### src/rtl/down_counter_timer_pkg.sv
// Shared types and defaults for the loadable down-counter/timer.
package down_counter_timer_pkg;

  typedef enum logic [0:0] {
    IDLE = 1'b0,
    RUN  = 1'b1
  } state_t;

  localparam int DEFAULT_WIDTH = 8;

endpackage

### src/rtl/down_counter_timer.sv
// Loadable down-counter with one-shot or periodic (auto-reload) operation.
// Terminal count is flagged by a registered one-cycle done pulse.
module down_counter_timer
  import down_counter_timer_pkg::*;
#(
  parameter int WIDTH = DEFAULT_WIDTH
) (
  input  logic             clk,
  input  logic             reset,
  input  logic             load_valid,
  output logic             load_ready,
  input  logic [WIDTH-1:0] load_value,
  input  logic             auto_reload,
  input  logic             enable,
  input  logic             abort,
  output logic [WIDTH-1:0] q,
  output logic             busy,
  output logic             done
);

  state_t           state_q, state_d;
  logic [WIDTH-1:0] count_q, count_d;
  logic [WIDTH-1:0] reload_q, reload_d;
  logic             mode_q, mode_d;
  logic             done_q, done_d;
  logic             load_accept;

  assign load_ready  = (state_q == IDLE) & ~abort;
  assign load_accept = load_valid & load_ready;

  always_ff @(posedge clk or posedge reset) begin
    if (reset) begin
      state_q  <= IDLE;
      count_q  <= '0;
      reload_q <= '0;
      mode_q   <= 1'b0;
      done_q   <= 1'b0;
    end else begin
      state_q  <= state_d;
      count_q  <= count_d;
      reload_q <= reload_d;
      mode_q   <= mode_d;
      done_q   <= done_d;
    end
  end

  always_comb begin
    state_d  = state_q;
    count_d  = count_q;
    reload_d = reload_q;
    mode_d   = mode_q;
    done_d   = 1'b0;

    if (abort) begin
      state_d = IDLE;
      count_d = '0;
    end else if (load_accept) begin
      count_d  = load_value;
      reload_d = load_value;
      mode_d   = auto_reload;
      // A zero load expires immediately without ever entering RUN.
      if (load_value != '0) begin
        state_d = RUN;
      end else begin
        done_d = 1'b1;
      end
    end else if ((state_q == RUN) && enable) begin
      if (count_q > WIDTH'(1)) begin
        count_d = count_q - WIDTH'(1);
      end else if (mode_q) begin
        count_d = reload_q;
        done_d  = 1'b1;
      end else begin
        count_d = '0;
        state_d = IDLE;
        done_d  = 1'b1;
      end
    end
  end

  assign q    = count_q;
  assign busy = (state_q == RUN);
  assign done = done_q;

endmodule

### config.mk
export PLATFORM = sky130hd
export DESIGN_NAME = down_counter_timer
export DESIGN_NICKNAME = d
export VERILOG_FILES = /design/src/rtl/down_counter_timer_pkg.sv /design/src/rtl/down_counter_timer.sv
export SDC_FILE = /design/constraint.sdc
export NUM_CORES = 1
export LEC_CHECK = 0
export ABC_AREA = 1
export CAP_MARGIN = 5
export CORE_ASPECT_RATIO = 1.1
export CORE_UTILIZATION = 40
export DETAILED_ROUTE_END_ITERATION = 6
export GPL_TIMING_DRIVEN = 1
export PLACE_DENSITY = 0.7
export SYNTH_ARGS = -nofsm -noshare
export SYNTH_HDL_FRONTEND = slang
export SYNTH_SLANG_ARGS = --single-unit
### constraint.sdc
create_clock -name clk -period 1.75 [get_ports clk]
set_input_delay 0.2625 -clock clk [delete_from_list [all_inputs] [get_ports clk]]
set_output_delay 0.2625 -clock clk [all_outputs]
set_load 0.01 [all_outputs]
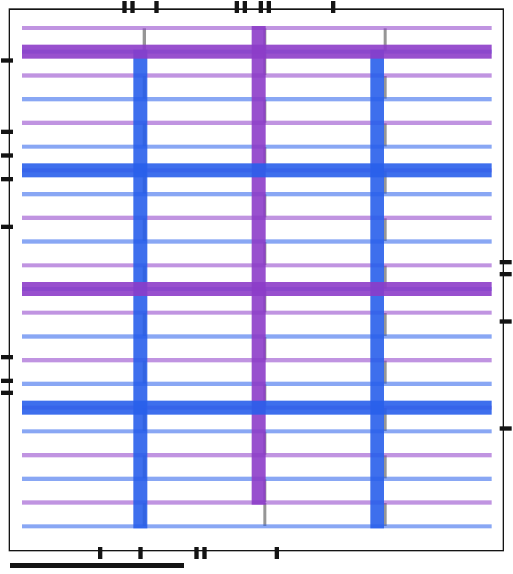
Fig. 1. Power grid.
Bar = 20 um. Pins as bars on the die edge. Tap cells in gray.
color	net
purple	VDD
blue	VSS
met5 straps	4
rows	21
met4 straps	3
Core Box Area: 3074 um2
Peak supply drop: 0.9221 mV

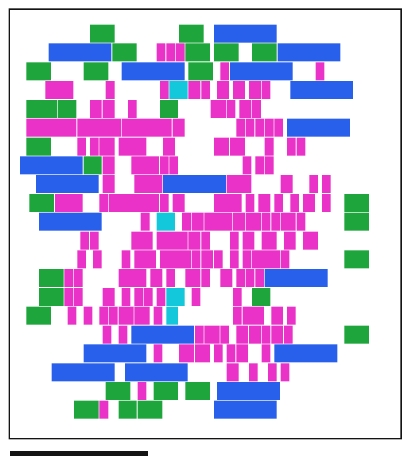
Fig. 2. Placed cells, one color a class.
Bar = 20 um.
color	class	cells	share of their area
cyan	clock drivers and dummy loads	4	1.7%
green	other buffers and delay cells	29	18%
magenta	all other logic	152	51%
blue	flip-flops	19	30%
FP Rows: 21
Final Instance Area: 1638 um2
sequential share of cell area: 0.2903
Post-Route Utilization: 0.5328

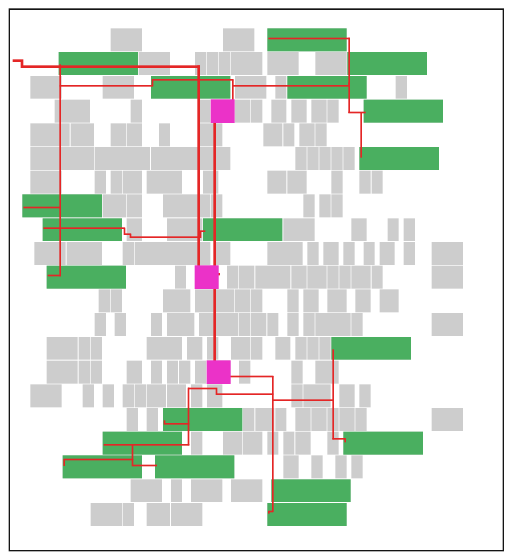
Fig. 3. Clock network drawn from the DEF.
[magenta] cells driving clock nets | count: 3
[green] flip-flops | count: 19
[red] clock wires | length: 275 um
routed clock nets	4
flops lie	widely spread

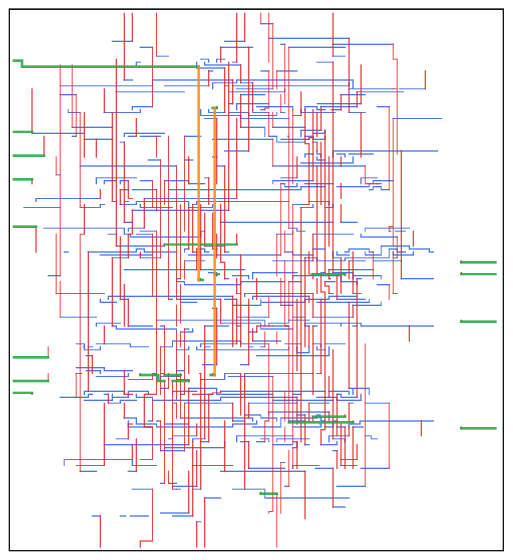
Fig. 4. Metal layers overlaid.
color	layer	wire length
green	met3	90.4 um
red	met2	1370 um
blue	met1	1300 um
orange	met4	55.1 um
detailed-route wire length: 2812 um
Total GRT Usage: 0.1752
WL/cell: 11.82 um
via count: 1177

==> flow_metrics.tcl <==
# collected from the flow reports
set metrics [dict create \
    comb_cells 131 \
    comb_area_share 0.4339 \
    clock_latency_ns 0.30 \
    skew_ns 0.003463 \
    flops 19 \
    slowest_stage "clkdlybuf4s50_1" \
    syn_to_final_growth_pct 25.50 \
    rr_startpoint "q[0]" \
    timing.fmax_mhz 592.7 \
    dp_cells 233 \
    num-fill-cells 302 \
    synth_area_um2 1305 \
    inv_count 21 \
    final_common_cell "nand2_1" \
    status "completed" \
    non_clock_buffer_count 29 \
    ctsHoldBuffers 0 \
    grt_max_degree 20 \
    fp_util 0.4245 \
    yosysCellCount 174 \
    warning_count 27 \
    top_cell_area_share 0.3643 \
    routabilityCongestion 0.9166 \
    dr.first_iter.drc_count 31 \
    ios 25 \
    cp_max_fo 6 \
    route.detailed.drc 0 \
    p_int_w 0.001302 \
    synth_nets 190 \
    diodes 0 \
    bufAreaShareNonClock 0.1711 \
    end_kind "primary output" \
    synth-adder-area-share 0.01918 \
    crit_type "reg -> out" \
    pwr-share-clk 0.097 \
    cp_cell_sequence "clkdlybuf4s50_1" \
    hold_class "in -> async" \
    grt_pass1_wl_um 4643 \
    tap_cells 34 \
]
Yosys cell counts:
master,n
nand2_2,1
inv_2,6
nand3_2,1
nor2_1,19
and2_1,1
a21oi_1,9
bufinv_8,1
o21bai_2,1
nand2_1,52
dfrtp_1,19
clkinv_2,1
nor2_2,10
nand3_1,14
nand2_8,2
nand4_1,2
nor2_4,5
buf_4,1
o21ai_1,3
nand2_4,2
xor2_1,1
o21ai_0,1
inv_8,1
nor3_1,2
ha_1,2
o21ai_2,2
buf_2,2
inv_1,12
nor2_8,1
flip-flops by register name, indices dropped and copies added (netlist names):
register / count
busy: 1
done: 1
mode_q: 1
q: 8
reload_q: 8
through the flow:
| step | setup slack, ns | instance area [um2] | hold slack (ns) | util | power (W) |
|---|---|---|---|---|---|
| 4_1_cts | 0.009702 | 1635 | 0.2629 | 0.5320 | 0.002436 |
| 5_1_grt | 0.01389 | 1638 | 0.2884 | 0.5328 | 0.002631 |
| 2_1_floorplan | 0.1951 | 1305 | 0.2136 | - | 0.001742 |
| 3_3_place_gp | 0.01837 | 1600 | 0.4703 | 0.5206 | 0.002168 |
| 3_5_place_dp | 0.01640 | 1600 | 0.4703 | 0.5206 | 0.002188 |
| 6_report | 0.06287 | 1638 | 0.2641 | 0.5328 | 0.002420 |
routing by layer:
layer	track usage	share of wire	vias up
met2	0.3076	0.49	31
met5	0	0	-
met1	0.2208	0.46	544
met3	0.01863	0.032	5
met4	0.08362	0.020	0
li1	-	-	597
worst min path at each step:
stage             endpoint  cells after the start
4_1_cts        reload_q[1]                      3
2_1_floorplan         busy                      1
3_3_place_gp   reload_q[5]                      2
3_5_place_dp   reload_q[5]                      2
6_report              q[0]                      3
5_1_grt        reload_q[1]                      3
Power is estimated from default activity; no workload was simulated.
